### src/rtl/fetch_stage.sv
// LC-3b instruction-fetch stage. It owns the architectural PC and the IF->DE pipeline latch,
// selects the next PC (sequential, branch target or trap vector) and applies the pipeline stalls.
module fetch_stage #(
  parameter logic [15:0] RESET_PC = 16'h3000
) (
  input  logic        clk,
  input  logic        reset,
  input  logic        dep_stall,
  input  logic        mem_stall,
  input  logic        v_de_br_stall,
  input  logic        v_agex_br_stall,
  input  logic        v_mem_br_stall,
  input  logic [1:0]  mem_pcmux,
  input  logic [15:0] target_pc,
  input  logic [15:0] trap_pc,
  input  logic [15:0] instr,
  input  logic        imem_r,
  output logic [15:0] pc,
  output logic [15:0] new_pc,
  output logic        ld_pc,
  output logic        ld_de,
  output logic [15:0] de_npc,
  output logic [15:0] de_ir,
  output logic        de_v
);

  typedef enum logic [1:0] {
    PCMUX_SEQ  = 2'd0,
    PCMUX_TGT  = 2'd1,
    PCMUX_TRAP = 2'd2,
    PCMUX_RSVD = 2'd3
  } pcmux_e;

  logic [15:0] pc_q, pc_d;
  logic [15:0] de_npc_q, de_npc_d;
  logic [15:0] de_ir_q, de_ir_d;
  logic        de_v_q, de_v_d;

  logic [15:0] pc_plus2;
  logic        any_br;
  logic        redirect;

  // Wraps modulo 2^16, so 16'hFFFE advances to 16'h0000.
  assign pc_plus2 = pc_q + 16'd2;
  assign any_br   = v_de_br_stall | v_agex_br_stall | v_mem_br_stall;

  // A taken redirect from MEM overrides every stall except a stalled MEM stage.
  assign redirect = v_mem_br_stall & !mem_stall &
                    ((pcmux_e'(mem_pcmux) == PCMUX_TGT) | (pcmux_e'(mem_pcmux) == PCMUX_TRAP));

  always_comb begin
    // NOTE: every variable gets a default before the case so no path leaves it unassigned,
    // which would otherwise infer a latch.
    new_pc = pc_plus2;
    case (pcmux_e'(mem_pcmux))
      PCMUX_TGT:  new_pc = target_pc;
      PCMUX_TRAP: new_pc = trap_pc;
      default:    new_pc = pc_plus2;
    endcase
  end

  assign ld_pc = redirect | (imem_r & !dep_stall & !mem_stall & !any_br);
  assign ld_de = !dep_stall & !mem_stall;

  always_comb begin
    pc_d     = pc_q;
    de_npc_d = de_npc_q;
    de_ir_d  = de_ir_q;
    de_v_d   = de_v_q;
    if (ld_pc) pc_d = new_pc;
    // A bubble enters DE while the fetch is not ready or a control instruction is in flight.
    if (ld_de) begin
      de_npc_d = pc_plus2;
      de_ir_d  = instr;
      de_v_d   = imem_r & !any_br;
    end
  end

  // NOTE: sequential state uses non-blocking assignments so all registers update together at the edge.
  always_ff @(posedge clk or posedge reset) begin
    if (reset) begin
      pc_q     <= RESET_PC;
      de_npc_q <= '0;
      de_ir_q  <= '0;
      de_v_q   <= 1'b0;
    end else begin
      pc_q     <= pc_d;
      de_npc_q <= de_npc_d;
      de_ir_q  <= de_ir_d;
      de_v_q   <= de_v_d;
    end
  end

  assign pc     = pc_q;
  assign de_npc = de_npc_q;
  assign de_ir  = de_ir_q;
  assign de_v   = de_v_q;

endmodule

### config.mk
export PLATFORM = sky130hd
export DESIGN_NAME = fetch_stage
export DESIGN_NICKNAME = d
export VERILOG_FILES = /design/src/rtl/fetch_stage.sv
export SDC_FILE = /design/constraint.sdc
export NUM_CORES = 1
export LEC_CHECK = 0
export CORE_UTILIZATION = 41
export CTS_CLUSTER_DIAMETER = 120
export DETAILED_ROUTE_END_ITERATION = 7
export PLACE_DENSITY = 0.89
export SLEW_MARGIN = 0
export SYNTH_ARGS = -nofsm -noshare
export SYNTH_HDL_FRONTEND = slang
export SYNTH_SLANG_ARGS = --single-unit
### constraint.sdc
create_clock -name clk -period 2.4 [get_ports clk]
set_clock_uncertainty 0.15 [all_clocks]
set_input_delay 0.24 -clock clk [delete_from_list [all_inputs] [get_ports clk]]
set_output_delay 0.24 -clock clk [all_outputs]
set_load 0.1 [all_outputs]
==> deck_impl_summary.md, run 1 <==
Flow Results at a Glance

Run status
  • Status: complete, but fails checks
  • Failing checks: setup timing

Final layout
  • Most frequent cells in the layout: buf_4, clkdlybuf4s50_1, dfrtp_1, buf_12, mux2_2
  • Number of logic gates: about 170
  • Clock buffers: 7
  • Non-Filler Instances: around 470
  • Layout cells sized above 1: approximately half
  • FF+latch area: around 1300 um2

Critical path
  • CP Launch Type: flip-flop
  • Worst Setup SP: pc[1]
  • CP max FO: 3
  • Crit path capture: new_pc[15]
  • Setup crit end kind: output port
  • Worst path top cell family by delay: flip-flops

Logic synthesis
  • EDFF count, synth: 0
  • Yosys simple share: 15.4%
  • Number of standard cells reported by yosys: about 240
  • Yosys reg bits: 49
  • Yosys stat area: 2580 um2
  • Post-Syn Nets: around 300
  • Area leader share: ~46%
  • Ys async rst share: 100%

Power
  • Pwr Total: 5.41 mW
  • Sw power: about 3.0 mW
  • Combinational Power Share: around 65%
  • Sequential power share: 23.8%
  • P_leak: a little under 2 nW

Detailed routing
  • Post-Route WL: just under 9000 um
  • Top layer used by detailed routing: met4
  • Detail-routed via count per cell: about 5.6
  • Met2 wire length: roughly 4800 um

Final timing
  • Final Max Tran Viols: 0
  • Final setup fails: 1
  • Final WS setup: -0.0453 ns
  • Min Tclk post-route: 2.45 ns
  • Setup TNS: -0.0453 ns

Global routing
  • Vias in the first global route: approximately 2600
  • Met2 Use GR: a little under half
  • M3 GR Usage: roughly 6.7%

Place
  • Post-place setup slack: -0.00363 ns

Clock tree
  • Hold_buf cts: 0
  • Clk slew on worst S/H paths: ~0.090 ns
  • TritonCTS clock tree: done

Job
  • Maximum capacitance violations: 0
==> run_1/sizing.png <==
(4 px per um)
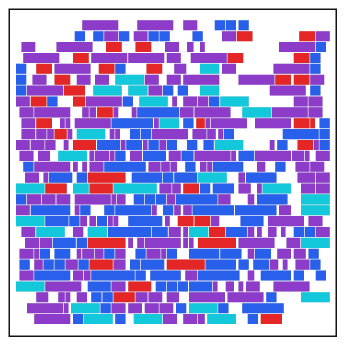
Key: x6 and larger = cyan [cells 31, share 7.9%]; x1 and smaller = purple [cells 202, share 51%]; x3 and x4 = blue [cells 123, share 31%]; x2 = red [cells 38, share 9.6%]
bufs w/o clock: 161
final instance area: 4730 um2
Final WS setup: -0.0453 ns
Layout area overhead: 83.3%

==> run_1/congestion_map.png <==
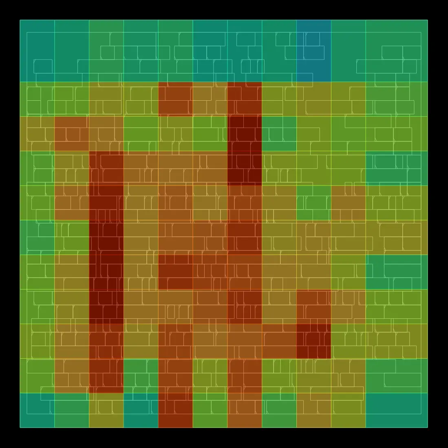
Post-Route Utilization: 79.0%
GRT busiest layer: met2

==> run_1/class_map.png <==
(4 px per um) Fill, decap, tap and diode cells in grey.
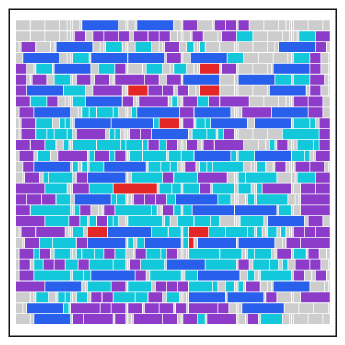
Key: remaining buffers and delay cells = purple [cells 161, share of their area 35%]; clock drivers and dummy loads = red [cells 8, share of their area 2.5%]; remaining logic cells = cyan [cells 176, share of their area 35%]; sequential cells = blue [cells 49, share of their area 27%]
row count: 28
Seq area share: 26.9%
area of the core: 5990 um2

==> run_1/gates.png <==
(4 px per um)
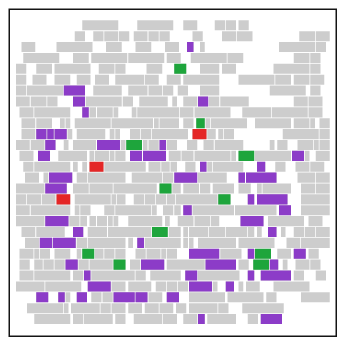

--- run 2 (diff from run 1) ---
- clock period: 2.4 -> 2.3 ns (I/O delays scaled with it)
==> run_2/gates.png <==
(4 px per um)
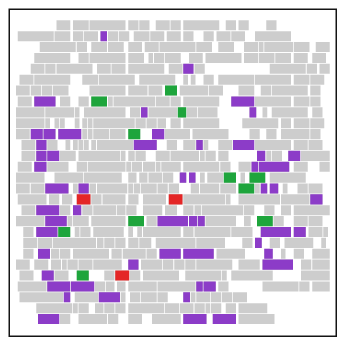
Key: non-inverting ao/oa cells = red [cells 3]; aoi and oai cells = purple [cells 55]; and/or cells = green [cells 11]

==> deck_impl_summary.md, run 2 <==
Flow Results at a Glance

Final layout
  • Most frequent cells in the layout: buf_4, clkdlybuf4s50_1, dfrtp_1, buf_12, mux2_2 (unchanged)
  • Layout cells sized above 1: 53.2% (was 48.7%)
  • Clock buffers: 6 (was 7)
  • Layout area overhead: 92.1% (was 83.3%)
  • Final instance area: 4960 um2 (was 4730 um2)
  • Bufs w/o clock: 184 (was 161)
  • FF+latch area: 1270 um2 (unchanged)

Logic synthesis
  • Ys async rst share: 100% (unchanged)
  • Yosys stat area: 2580 um2 (unchanged)
  • Post-Syn Nets: 305 (unchanged)
  • Area leader share: 45.6% (unchanged)
  • Yosys reg bits: 49 (unchanged)
  • Number of standard cells reported by yosys: 244 (unchanged)

Clock tree
  • Hold_buf cts: 0 (unchanged)
  • TritonCTS clock tree: done (unchanged)

Critical path
  • CP Launch Type: flip-flop (unchanged)
  • Setup crit end kind: output port (unchanged)

Power
  • Combinational Power Share: 66.6% (was 64.8%)
  • Pwr Total: 5.63 mW (was 5.41 mW)
  • Sw power: 3.22 mW (was 3.03 mW)
  • Sequential power share: 24.2% (was 23.8%)

Global routing
  • Vias in the first global route: 2718 (was 2637)
  • Met2 Use GR: 45.5% (was 46.7%)
  • M3 GR Usage: 6.07% (was 6.74%)

Run status
  • Failing checks: setup timing (unchanged)
  • Status: complete, but fails checks (unchanged)

Detailed routing
  • Met2 wire length: 4810 um (was 4830 um)

Final timing
  • Min Tclk post-route: 2.52 ns
  • Final WS setup: -0.221 ns (was -0.0453 ns)
  • Setup TNS: -0.827 ns (was -0.0453 ns)
  • Final setup fails: 7 (was 1)

Job
  • Maximum capacitance violations: 0 (unchanged)
==> run_2/congestion_map.png <==
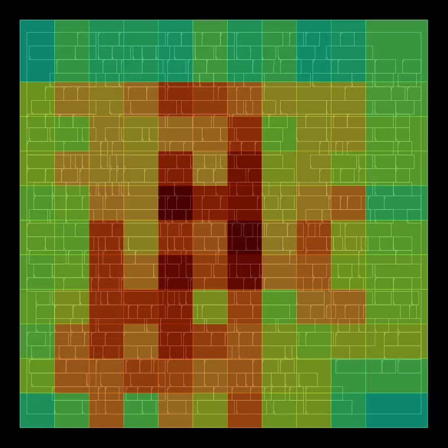

--- run 3 (diff from run 2) ---
--- a/config.mk
+++ b/config.mk
@@ -11,2 +11,3 @@
 export PLACE_DENSITY = 0.89
+export REMOVE_ABC_BUFFERS = 1
 export SLEW_MARGIN = 0
==> constraint.sdc (replaced) <==
create_clock -name clk -period 2.3 [get_ports clk]
set_clock_uncertainty 0.15 [all_clocks]
set_input_delay 0.46 -clock clk [delete_from_list [all_inputs] [get_ports clk]]
set_output_delay 0.46 -clock clk [all_outputs]
set_load 0.1 [all_outputs]
==> run_3/congestion_map.png <==
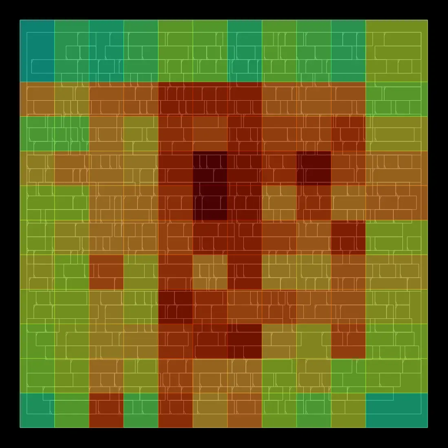
Post-Route Utilization: 85.1%
M3 GR Usage: 8.20%
met1 usage: 34.4%

==> deck_impl_summary.md, run 3 <==
Flow Results at a Glance

Run status
  • Status: complete, but fails checks (unchanged)
  • Failing checks: setup timing (unchanged)

Power
  • P_leak: 2.23 nW (was 2.13 nW)
  • Pwr Total: 5.79 mW (was 5.63 mW)
  • Sequential power share: 21.3% (was 24.2%)
  • Sw power: 3.29 mW (was 3.22 mW)

Final timing
  • Min Tclk post-route: 2.71 ns (was 2.52 ns)
  • Final WS setup: -0.407 ns (was -0.221 ns)
  • Setup TNS: -3.50 ns (was -0.827 ns)
  • Final Max Tran Viols: 0 (unchanged)
  • Final setup fails: 11 (was 7)

Critical path
  • Worst path top cell family by delay: buffers and inverters (unchanged)
  • Crit path capture: new_pc[12] (unchanged)
  • CP Launch Type: flip-flop (unchanged)
  • Setup crit end kind: output port (unchanged)
  • Worst Setup SP: pc[1] (unchanged)

Job
  • Maximum capacitance violations: 0 (unchanged)

Detailed routing
  • Top layer used by detailed routing: met4 (unchanged)
  • Detail-routed via count per cell: 5.74 (was 5.72)
  • Post-Route WL: 10500 um (was 9550 um)

Global routing
  • GRT busiest layer: met2 (unchanged)
  • Vias in the first global route: 3208 (was 2718)
  • Met2 Use GR: 59.1% (was 45.5%)

Final layout
  • Most frequent cells in the layout: buf_4, clkdlybuf4s50_1, dfrtp_1, mux2_2, buf_12 (was buf_4, clkdlybuf4s50_1, dfrtp_1, buf_12, mux2_2)
  • Layout cells sized above 1: 53.3% (was 53.2%)
  • Bufs w/o clock: 197 (was 184)
  • Non-Filler Instances: 505 (was 492)
  • Clock buffers: 6 (unchanged)
  • Final instance area: 5100 um2 (was 4960 um2)
  • Seq area share: 24.1% (was 25.6%)

Clock tree
  • Clk slew on worst S/H paths: 0.10 ns (was 0.09 ns)
  • Hold_buf cts: 0 (unchanged)
  • TritonCTS clock tree: done (unchanged)

Logic synthesis
  • EDFF count, synth: 0 (unchanged)
  • Yosys reg bits: 49 (unchanged)
  • Ys async rst share: 100% (unchanged)
  • Yosys simple share: 15.4% (unchanged)
  • Area leader share: 45.6% (unchanged)
  • Number of standard cells reported by yosys: 244 (unchanged)
  • Yosys stat area: 2580 um2 (unchanged)

Floorplanning
  • Row count: 28 (unchanged)
  • Area of the core: 5990 um2 (unchanged)

Place
  • Post-place setup slack: -0.535 ns (was -0.177 ns)
Power and IR drop assume default switching activity.
